Placement by cell class:
Fill, decap, tap and diode cells in grey.
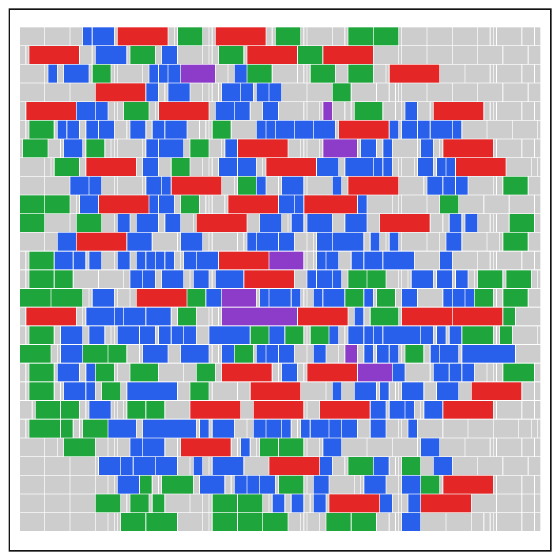
Placement view:
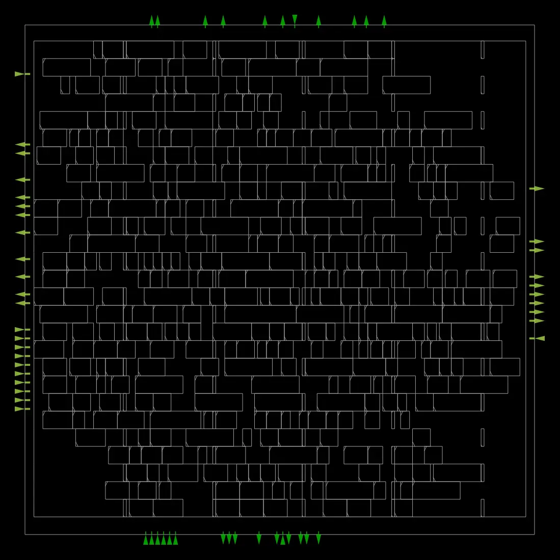
Wire density map:
16 x 16 tiles, from dark blue (low) to red (high), scaled to the fullest tile. Values are wire area over tile area, all layers added.
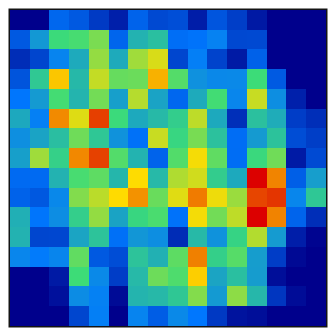
Supply network:
The bar under the picture is 20 um long. Pins as bars on the die edge. Tap cells in grey.
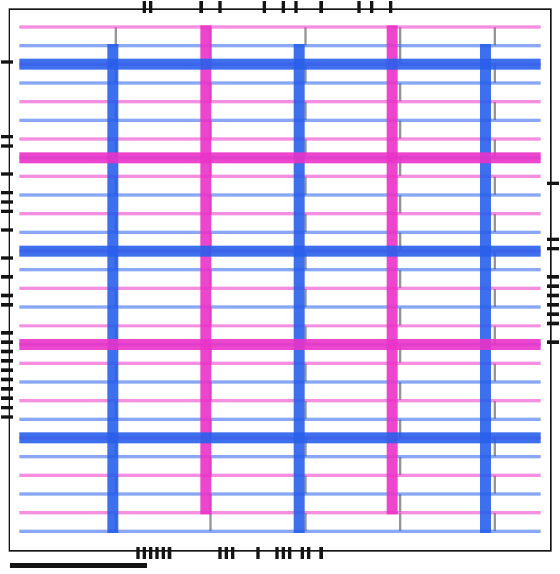
`src/rtl/hazard_ctrl_if.sv`:
```
// Hazard-control signal bundle between the pipeline datapath and hazard_ctrl.
interface hazard_ctrl_if;
  logic        IDEX_MemRead_i;
  logic [4:0]  IDEX_Rt_i;
  logic [4:0]  IFID_Rs_i;
  logic [4:0]  IFID_Rt_i;
  logic        Branch_i;
  logic        MemStall_i;
  logic        PCWrite_o;
  logic        PCSrc_o;
  logic        IFIDWrite_o;
  logic        IFIDFlush_o;
  logic        IDEXBubble_o;
  logic        PipeHold_o;
  logic        Timeout_o;
  logic [15:0] StallCnt_o;
  logic [15:0] FlushCnt_o;

  modport master (
    output IDEX_MemRead_i, IDEX_Rt_i, IFID_Rs_i, IFID_Rt_i, Branch_i, MemStall_i,
    input  PCWrite_o, PCSrc_o, IFIDWrite_o, IFIDFlush_o, IDEXBubble_o, PipeHold_o,
    input  Timeout_o, StallCnt_o, FlushCnt_o
  );

  modport slave (
    input  IDEX_MemRead_i, IDEX_Rt_i, IFID_Rs_i, IFID_Rt_i, Branch_i, MemStall_i,
    output PCWrite_o, PCSrc_o, IFIDWrite_o, IFIDFlush_o, IDEXBubble_o, PipeHold_o,
    output Timeout_o, StallCnt_o, FlushCnt_o
  );
endinterface

```
`src/rtl/hazard_ctrl.sv`:
```
// Pipeline hazard controller: load-use stall, memory-wait freeze, branch flush,
// memory-wait watchdog and saturating stall/flush event counters.
//   state    | meaning
//   RUN      | normal issue; load-use and branches evaluated
//   LU_STALL | bubble inserted last cycle; load-use ignored, pending flush taken
//   MEM_WAIT | data memory busy; whole pipeline frozen, branches remembered
module hazard_ctrl (
  input  logic         Clock_i,
  input  logic         Reset_i,
  hazard_ctrl_if.slave hz
);

  typedef enum logic [1:0] {RUN, LU_STALL, MEM_WAIT} state_t;

  state_t      state;
  logic        flush_pend;
  logic [7:0]  wait_cnt;
  logic        timeout_q;
  logic [15:0] stall_cnt;
  logic [15:0] flush_cnt;

  logic load_use;
  logic flush_take;
  logic wait_hit;
  logic pc_write;
  logic pc_src;
  logic if_id_write;
  logic if_id_flush;
  logic id_ex_bubble;
  logic pipe_hold;

  always_comb begin
    load_use     = hz.IDEX_MemRead_i && (hz.IDEX_Rt_i != 5'd0) &&
                   ((hz.IDEX_Rt_i == hz.IFID_Rs_i) || (hz.IDEX_Rt_i == hz.IFID_Rt_i));
    pc_write     = 1'b1;
    if_id_write  = 1'b1;
    pc_src       = 1'b0;
    if_id_flush  = 1'b0;
    id_ex_bubble = 1'b0;
    pipe_hold    = 1'b0;
    flush_take   = 1'b0;
    if (Reset_i) begin
      pc_write     = 1'b0;
      if_id_write  = 1'b0;
      if_id_flush  = 1'b1;
      id_ex_bubble = 1'b1;
    end else if (hz.MemStall_i) begin
      pc_write    = 1'b0;
      if_id_write = 1'b0;
      pipe_hold   = 1'b1;
    end else if ((state == RUN) && load_use) begin
      pc_write     = 1'b0;
      if_id_write  = 1'b0;
      id_ex_bubble = 1'b1;
    end else if (hz.Branch_i || flush_pend) begin
      pc_src      = 1'b1;
      if_id_flush = 1'b1;
      flush_take  = 1'b1;
    end
    // wait_cnt becomes 255 at the end of this cycle while memory is still busy
    wait_hit = !Reset_i && hz.MemStall_i && (state == MEM_WAIT) && (wait_cnt == 8'd254);
  end

  always_ff @(posedge Clock_i) begin
    if (Reset_i) begin
      state      <= RUN;
      flush_pend <= 1'b0;
      wait_cnt   <= 8'd0;
      timeout_q  <= 1'b0;
      stall_cnt  <= 16'd0;
      flush_cnt  <= 16'd0;
    end else begin
      if (!pc_write && (stall_cnt != 16'hFFFF))
        stall_cnt <= stall_cnt + 16'd1;
      if (flush_take && (flush_cnt != 16'hFFFF))
        flush_cnt <= flush_cnt + 16'd1;
      if (wait_hit)
        timeout_q <= 1'b1;

      if (flush_take)
        flush_pend <= 1'b0;
      else if (hz.Branch_i && (hz.MemStall_i || ((state == RUN) && load_use)))
        flush_pend <= 1'b1;

      if (hz.MemStall_i) begin
        state <= MEM_WAIT;
        if (state != MEM_WAIT)
          wait_cnt <= 8'd0;
        else if (wait_cnt != 8'hFF)
          wait_cnt <= wait_cnt + 8'd1;
      end else if ((state == RUN) && load_use) begin
        state <= LU_STALL;
      end else begin
        state <= RUN;
      end
    end
  end

  assign hz.PCWrite_o    = pc_write;
  assign hz.PCSrc_o      = pc_src;
  assign hz.IFIDWrite_o  = if_id_write;
  assign hz.IFIDFlush_o  = if_id_flush;
  assign hz.IDEXBubble_o = id_ex_bubble;
  assign hz.PipeHold_o   = pipe_hold;
  assign hz.Timeout_o    = timeout_q | wait_hit;
  assign hz.StallCnt_o   = stall_cnt;
  assign hz.FlushCnt_o   = flush_cnt;

endmodule

```
`src/flat_wrapper.sv`:
```
// flat-port wrapper written by rule: the top's interface ports become plain ports
module hazard_ctrl_flat 
  (Clock_i, Reset_i, hz_IDEX_MemRead_i, hz_IDEX_Rt_i, hz_IFID_Rs_i, hz_IFID_Rt_i, hz_Branch_i, hz_MemStall_i, hz_PCWrite_o, hz_PCSrc_o, hz_IFIDWrite_o, hz_IFIDFlush_o, hz_IDEXBubble_o, hz_PipeHold_o, hz_Timeout_o, hz_StallCnt_o, hz_FlushCnt_o);
  hazard_ctrl_if hz_i ();
  input  logic Clock_i;
  input  logic Reset_i;
  input wire logic [$bits(hz_i.IDEX_MemRead_i)-1:0] hz_IDEX_MemRead_i;
  input wire logic [$bits(hz_i.IDEX_Rt_i)-1:0] hz_IDEX_Rt_i;
  input wire logic [$bits(hz_i.IFID_Rs_i)-1:0] hz_IFID_Rs_i;
  input wire logic [$bits(hz_i.IFID_Rt_i)-1:0] hz_IFID_Rt_i;
  input wire logic [$bits(hz_i.Branch_i)-1:0] hz_Branch_i;
  input wire logic [$bits(hz_i.MemStall_i)-1:0] hz_MemStall_i;
  output wire logic [$bits(hz_i.PCWrite_o)-1:0] hz_PCWrite_o;
  output wire logic [$bits(hz_i.PCSrc_o)-1:0] hz_PCSrc_o;
  output wire logic [$bits(hz_i.IFIDWrite_o)-1:0] hz_IFIDWrite_o;
  output wire logic [$bits(hz_i.IFIDFlush_o)-1:0] hz_IFIDFlush_o;
  output wire logic [$bits(hz_i.IDEXBubble_o)-1:0] hz_IDEXBubble_o;
  output wire logic [$bits(hz_i.PipeHold_o)-1:0] hz_PipeHold_o;
  output wire logic [$bits(hz_i.Timeout_o)-1:0] hz_Timeout_o;
  output wire logic [$bits(hz_i.StallCnt_o)-1:0] hz_StallCnt_o;
  output wire logic [$bits(hz_i.FlushCnt_o)-1:0] hz_FlushCnt_o;
  assign hz_i.IDEX_MemRead_i = hz_IDEX_MemRead_i;
  assign hz_i.IDEX_Rt_i = hz_IDEX_Rt_i;
  assign hz_i.IFID_Rs_i = hz_IFID_Rs_i;
  assign hz_i.IFID_Rt_i = hz_IFID_Rt_i;
  assign hz_i.Branch_i = hz_Branch_i;
  assign hz_i.MemStall_i = hz_MemStall_i;
  assign hz_PCWrite_o = hz_i.PCWrite_o;
  assign hz_PCSrc_o = hz_i.PCSrc_o;
  assign hz_IFIDWrite_o = hz_i.IFIDWrite_o;
  assign hz_IFIDFlush_o = hz_i.IFIDFlush_o;
  assign hz_IDEXBubble_o = hz_i.IDEXBubble_o;
  assign hz_PipeHold_o = hz_i.PipeHold_o;
  assign hz_Timeout_o = hz_i.Timeout_o;
  assign hz_StallCnt_o = hz_i.StallCnt_o;
  assign hz_FlushCnt_o = hz_i.FlushCnt_o;
  hazard_ctrl u_core (.Clock_i(Clock_i), .Reset_i(Reset_i), .hz(hz_i));
endmodule
```
`config.mk`:
```
export PLATFORM = sky130hd
export DESIGN_NAME = hazard_ctrl_flat
export DESIGN_NICKNAME = d
export VERILOG_FILES = /design/src/rtl/hazard_ctrl_if.sv /design/src/rtl/hazard_ctrl.sv /design/src/flat_wrapper.sv
export SDC_FILE = /design/constraint.sdc
export NUM_CORES = 1
export LEC_CHECK = 0
export CAP_MARGIN = 20
export CORE_UTILIZATION = 40
export CTS_CLUSTER_DIAMETER = 100
export CTS_CLUSTER_SIZE = 16
export DETAILED_ROUTE_END_ITERATION = 16
export PLACE_DENSITY = 0.67
export SKIP_CTS_REPAIR_TIMING = 1
export SLEW_MARGIN = 10
export SYNTH_ARGS = -nofsm -noshare
export SYNTH_HDL_FRONTEND = slang
export SYNTH_SLANG_ARGS = --single-unit
```
`constraint.sdc`:
```
create_clock -name Clock_i -period 2.2 [get_ports Clock_i]
set_input_delay 0.33 -clock Clock_i [delete_from_list [all_inputs] [get_ports Clock_i]]
set_output_delay 0.33 -clock Clock_i [all_outputs]
set_load 0.005 [all_outputs]
```
==> reports/metrics.sh <==
PORT_BUFFERS=58
FIRST_PASS_GRT_WIRE_LENGTH_MM=9.82
MAXCLOCKFREQUENCY_MHz=453
COMB_SHARE=0.420
POST-PLACE-CELLS=434
ANTENNADIODECOUNT=0
SYN-CELL-AREA_UM2=2350
COMBGATEAREA_UM2=1430
CTS-HTREE-LEVELS=2
TOP_CELLS_BY_COUNT='44 x dfxtp_1, 33 x nor2_1, 23 x a21oi_1, 19 x nand2_1, 17 x nand3_1'
TNS_SETUP_NS=-0.00641
POST_SYNTH_NUM_CELL_TYPES=52
GR-MAX-USAGE-LAYER='met2'
CELLPOWERDENSITY_nW_PER_UM2=494
FLOP_AREA_UM2=882
PERIOD_NEEDED_NS=2.21
SETUP.WORST_PATH.END_CLASS='output port'
N_FILL_CELL=506
FAILED_CHECKS='setup timing'
CLK-INSERTION-DELAY-LATE_NS=0.30
SYNTH.AREA.MUX_SHARE=0.0181
YOSYS.AREA_SHARE.AOI=0.199
EDF_COUNT=0
PLACE_WORST_SETUP_SLACK_NS=-0.567
YOSYS_WARNINGS=0
NUMCTSBUFFERS=5
TOP_SIGNAL_LAYER_USED='met4'
DIE-AREA_UM2=6180
ROUTE.MET2.WL_MM=2.90
MAX_CAP_VIOLATIONS=0
CTS_TREE='done'
CRITICAL_PATH.STARTPOINT_TYPE='primary input'
TAPCELLCOUNT=72
YS_TOP_CELLS_BY_AREA='dfxtp_1 38%, xnor2_1 5.6%, nor2_1 5.3%'
ASYNC_RESET_FF_FRAC=0
FLOW.AREA_GROWTH_FROM_SYNTHESIS_PCT=45.3
SYNTH.TOP_CELL.AREA_SHARE=0.375
INITIAL_ANTENNA_VIOLATION_COUNT=0
DETAILEDROUTE.FIRSTITERATIONVIOLATIONS=68
SYNTH_XOR_XNOR_AREA_SHARE=0.0746
CRITICAL-PATH-MAX-STAGE-DELAY_NS=0.55
RSZ0062_AT_GRT='true'
CLK_SHARE=0.0315
CRITICAL_PATH_DATA_REQUIRED_TIME_NS=1.87
USE_MET1=0.258
CRIT_CHAIN='clkbuf_2 -> or4_4 -> buf_6 -> o211ai_4 -> nor2_4 -> buf_4 -> o31ai_4 -> buf_2'
CRIT_SLOWEST_CELL='or4_4'
REPORT.POWER.TOTAL_uW=1680
YS_AREA_UM2=2350
PLACE.DETAILED.HPWL_MM=4.38
FINALHOLDVIOLATIONS=0
NUM_IO_PINS=59
PATH_MAX_FANOUT=3
HOLD-WORST-SLACK_NS=0.448
INV_COUNT=9
CP.ARRIVAL_NS=1.88
YOSYS.STAT.SEQSHARE=0.375
POST_SYNTH.CELL_AREA_AVG_UM2=8.36
SETUP_VIOL_COUNT_FINAL=1
NUMBER_OF_NETS_IN_THE_FINISHED_DESIGN=398
LAY_TOP_COUNT='clkdlybuf4s50_1'
POSTLAYOUTSETUPSLACKWORST_NS=-0.00641
GRT_PASS1_VIAS=2210
RELSLEWSLACK=0.728
DETAILEDROUTE.FIRSTPASSITERATIONCOUNT=4
POSTSYNTHCELLCOUNT=281
GRT_MET2_USE=0.332
RESULT_OF_THE_RUN='complete, but fails checks'
CRITICAL_PATH_BUF_INV_COUNT=4
TIMING.FINAL.MAX_SLEW_VIOLATIONS=0
SYNTH.LARGEST_AREA_CELL='dfxtp_1'
TIGHTEST_SLEW_NS=0.404
POWER.LEAKAGE_uW=0.00126
YOSYS_MOST_USED_DFF='dfxtp_1'
DRT_DRC_VIOLATIONS_LEFT=0
N_CLOCK_BUFFER=6
ANTENNA_VIOLATING_NETS_POST_ROUTE=0
-- 'placement by cell class' (at the start) --
class	colour	cells
clock drivers and dummy loads	purple	8
remaining buffers and delay cells	green	95
sequential cells	red	44
remaining logic cells	blue	228
post-layout instance area: 3410 um2
post-layout util: 0.612

-- 'placement view' (at the start) --
fraction of area in registers: 0.259
num rows: 27

-- 'wire density map' (at the start) --
fullest tile	0.45
emptiest ninth of the die	upper right
nearly empty tiles	12%
Global Route Usage Sum: 0.200
detailed-route via count: 2428
total detailed-routing wirelength: 6.08 mm
routed wire length per instance: 13.6 um

-- 'supply network' (at the start) --
net	colour
VDD	magenta
VSS	blue
rows	27
met4 straps	5
tap cells	72
placeable core area: 5570 um2
vertical die size: 78.6 um
die extent in x: 78.6 um
maximum ir drop on the vdd rail: 0.349 mV

## final timing paths
path                                              start                       to  slack (ns)  cells past startpoint
worst max-delay path                    hz_IDEX_Rt_i[0]           hz_IFIDFlush_o      -0.006                      8
worst min-delay path                      hz_MemStall_i        u_core.flush_pend        0.45                      3
worst max register to register          u_core.state[1]  u_core.hz.StallCnt_o[5]        0.13                      9
worst min register to register  u_core.hz.StallCnt_o[6]  u_core.hz.StallCnt_o[6]        0.51                      2
## where the power goes
group / switching, uW / total (uW) / internal, uW / leakage, uW
Sequential: 13.5 / 821 / 808 / 0.000356
Combinational: 112 / 241 / 128 / 0.000847
Clock: 285 / 622 / 337 / 0.0000552
Power and IR drop assume default switching activity.
